==> images/pinout.png <==
Pins as bars across the die edge, other pins in grey.
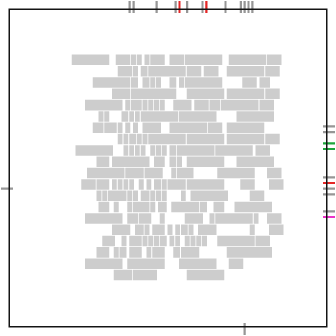
==> images/clock_wires.png <==
The bar under the picture is 20 um long.
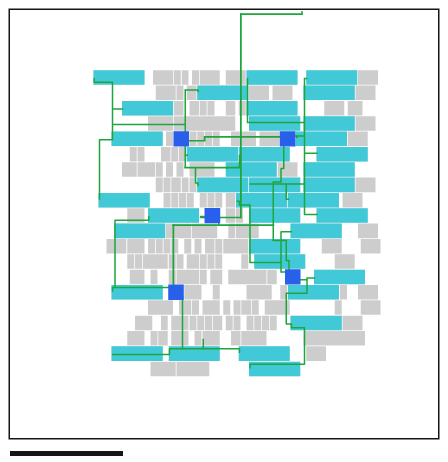
==> images/closeup.png <==
Region (9, 9) to (29, 29) um. Cells in grey, sequential cells in the stronger grey; small squares are vias.
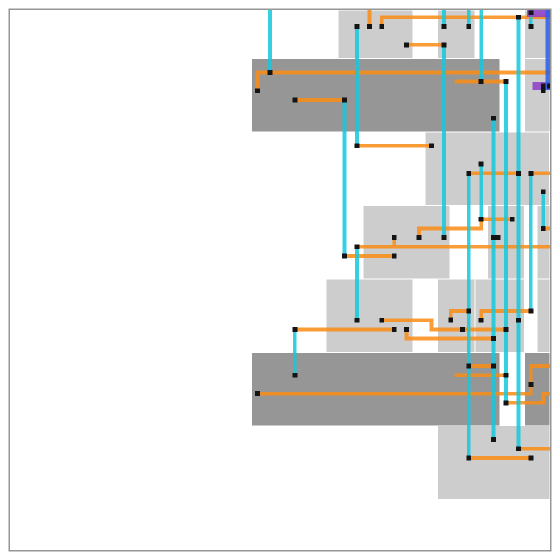
==> images/clock_nets.png <==
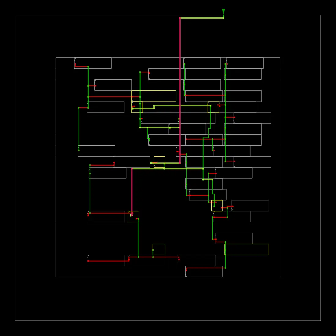
==> config.mk <==
export PLATFORM = sky130hd
export DESIGN_NAME = fft_sequencer_flat
export DESIGN_NICKNAME = d
export VERILOG_FILES = /design/src/rtl/fft_sequencer_if.sv /design/src/rtl/fft_sequencer.sv /design/src/flat_wrapper.sv
export SDC_FILE = /design/constraint.sdc
export NUM_CORES = 1
export LEC_CHECK = 0
export ABC_AREA = 1
export CAP_MARGIN = 25
export CORE_MARGIN = 10
export CORE_UTILIZATION = 52
export CTS_CLUSTER_SIZE = 28
export DETAILED_ROUTE_END_ITERATION = 8
export PLACE_DENSITY = 0.84
export SLEW_MARGIN = 15
export SYNTH_ARGS = -nofsm -noshare
export SYNTH_HDL_FRONTEND = slang
export SYNTH_SLANG_ARGS = --single-unit
==> constraint.sdc <==
create_clock -name clk -period 2.55 [get_ports clk]
set_input_delay 0.51 -clock clk [delete_from_list [all_inputs] [get_ports clk]]
set_output_delay 0.51 -clock clk [all_outputs]
set_load 0.05 [all_outputs]
==> metrics.csv <==
stage,metric,value,unit
clock_tree,CTS H-tree lvls,2,
layout,#MultiIn Comb,92,
logic_synthesis,syn_area_per_cell,10.3,um^2
logic_synthesis,simple share,16.2,%
sta,RSZ-0062 raised after global routing,false,
run,Tool Warnings,32,
layout,sequential portion of the cell area,46.6,%
logic_synthesis,Post-synth top cells,"dfrtp_1, nand2_1, inv_1",
worst_setup_path,critical path type,flip-flop to flip-flop,
floorplan,Tap Cells,44,
worst_setup_path,slowest cell on the critical path,dfrtp_1,
placed_design,Post-DP Area,1880,um^2
routing,# DRC,0,
logic_synthesis,Top-area cell share,57.0,%
clock_tree,Post CTS Setup Buffer Count,0,
worst_hold_path,Min-Delay Path Class,flip-flop to flip-flop,
routing,final WL,3210,um
routing,router iterations before antenna repair,5,
logic_synthesis,top cells by area,"dfrtp_1, ha_1, nand2_1, inv_1, o21ai_2",
layout,most frequent logic cell in the layout,dfrtp_1,
layout,Biggest Area Class,flip-flops and latches,
logic_synthesis,Post-synth regs,37,
layout,design area,1990,um^2
layout,Layout Nets,198,
power_and_ir_drop,Power Density,1170,nW/um^2
placed_design,pre-CTS setup slack,0.432,ns
worst_setup_path,CP arrival,2.61,ns
logic_synthesis,"XOR-XNOR Cells, Area Fraction",0.539,%
worst_setup_path,startpoint class of the critical path,flip-flop,
layout,non-clk buf share,12.5,%
logic_synthesis,sequential area share after synthesis,57.0,%
sta,Worst-Margin Slew,0.527,ns
logic_synthesis,comb area leader,simple AND/OR/NAND/NOR gates,
sta,Tmin final,2.33,ns
layout,# diodes,0,
layout,nonclk buf count,25,
placed_design,gp weighted congestion,0.914,
logic_synthesis,Gate Count Post-Synth,157,
power_and_ir_drop,Pwr Total,2.33,mW
layout,final std cells w/o fill,228,
floorplan,Placeable Area,3030,um^2
sta,final setup margin,0.217,ns
routing,initial DRC count,127,
sta,setup TNS,0,ns
logic_synthesis,"mux frac, synth",0,%
layout,Top Layout Cells,"dfrtp_1, nand2_1, clkdlybuf4s50_1, inv_1, nor2_1",
run,MaxCap Viol Count,0,
logic_synthesis,top-count cell post-synth,dfrtp_1,
worst_setup_path,R2R Setup Slk,0.22,ns
floorplan,chip area,5760,um^2
layout,Combinational Area,571,um^2
logic_synthesis,Unique cell types,26,
logic_synthesis,AO/OA Area Share,9.94,%
worst_hold_path,Min-Delay Path Depth,0,
logic_synthesis,Yosys Chip Area,1620,um^2
sta,Max Fclk,429,MHz
sta,Slew headroom,64.8,%
status,outcome,finished clean,
worst_setup_path,critical-path maximum fanout,7,
layout,Comb area share,28.7,%
sta,worst-case hold slack,0.359,ns
power_and_ir_drop,static leakage,0.985,nW
routing,drt wl/cell,14.1,um
clock_tree,Worst-path clk slew,0.12,ns
routing,DR vias/cell,5.04,
layout,register area,926,um^2
logic_synthesis,ys async rst share,100,%
global_routing,global-route wire length before repair,5210,um
layout,Util after Layout,65.7,%
layout,area grow syn2layout,22.4,%
clock_tree,CTS tree,yes,
worst_setup_path,"slowest stage delay, CP",0.50,ns
global_routing,grt total ovfl,0,
logic_synthesis,yosys warns,0,
global_routing,initial antenna violation count,0,
global_routing,pin count of the biggest net entering global routing,38,
routing,Vias,1150,
logic_synthesis,ys flop type,dfrtp_1,
sta,final setup fails,0,
routing,Routed Antenna Nets,0,
worst_setup_path,"critical path, cell by cell",inv_1 > ha_1 > nor2_1 > a21oi_1 > inv_1 > ha_1 > inv_1 > nand2_1 > nand2_1 > nand3_1 > a21oi_1,
logic_synthesis,cell type with the largest total area,dfrtp_1,
floorplan,fp_density,53.6,%
placed_design,placed cells,220,
worst_setup_path,Most common cell on crit path,inv_1,
clock_tree,Sink Count,37,
layout,layout cell share with drive strength beyond 1,15.2,%
logic_synthesis,syn_nets,172,
power_and_ir_drop,VDD IR max,465,uV
global_routing,gr usage total,12.1,%
worst_setup_path,WP data required,2.83,ns
sta,Final Hold Fails,0,
floorplan,std cell rows,20,
layout,nonclk inv count,22,
worst_setup_path,R2R depth,11,
clock_tree,Clock Tree Buf Depth,2,
layout,Clock buf/inv share,5.35,%
layout,FILL cells,225,
logic_synthesis,Yosys Instances,157,
logic_synthesis,Adder Area Share,8.47,%
placed_design,post-detail-place hpwl,2340,um
logic_synthesis,Post-synth EDFFs,0,
sta,Max Transition Viols Final,0,
global_routing,vias in the first global route,1201,
clock_tree,"Hold-fix buffers, CTS",0,
logic_synthesis,Syn Std Cell Area,1620,um^2
clock_tree,CTS root buf,clkbuf_4,
clock_tree,post_cts resized,0,
floorplan,Ports,25,
worst_setup_path,CP endpoint kind,flip-flop,
sta,Final period util,91.5,%
Notes on pinout.png above:
bus_stage: marked green, pins 2, direction output, edge right. bus_rd_addr_b: marked red, pins 3, direction output, edge 2 top, 1 right. bus_start: marked magenta, pins 1, direction input, edge right.
Die W: 75.9 um
die height: 75.9 um
count of input and output buffers: 24

Notes on clock_wires.png above:
clock-net drivers: marked blue, count 5. flip-flops: marked cyan, count 37. clock wires: marked green, length 405 um.
There are 6 routed clock nets.
Clk power: 509 uW
clock skew: 0.00755 ns

Notes on closeup.png above:
M4: marked blue. M2: marked cyan. M1: marked orange. M3: marked purple.
12 logic cells have their middle in the window. Sequential cells in the window: 2.

Notes on clock_nets.png above:
TritonCTS Buffers: 5
worst skew pair latency: 0.34 ns
clock buffer count: 5
flop count: 37

critical path: cells and delay by family, from the launching register on:
kind	cells	cell delay (ns)
buffers and inverters	3	0.35
AOI/OAI and AO/OA	2	0.42
and+or+nand+nor	4	0.35
adders and majority gates	2	0.64
DFF	1	0.50
where the power goes:
| part | switching, mW | internal, mW | total [mW] |
|---|---|---|---|
| Combinational | 0.692 | 0.336 | 1.03 |
| Sequential | 0.0811 | 0.717 | 0.798 |
| Clock | 0.200 | 0.308 | 0.509 |
| Total | 0.974 | 1.36 | 2.33 |
routing by layer:
| layer | track usage [%] | wire length (um) | vias up |
|---|---|---|---|
| met5 | 0 | 0 | - |
| met4 | 7.63 | 110 | 0 |
| met3 | 2.86 | 254 | 14 |
| met2 | 23.3 | 1680 | 60 |
| met1 | 10.9 | 1160 | 539 |
| li1 | - | - | 537 |
No activity file was given, so power comes from the tool's default toggle rates.
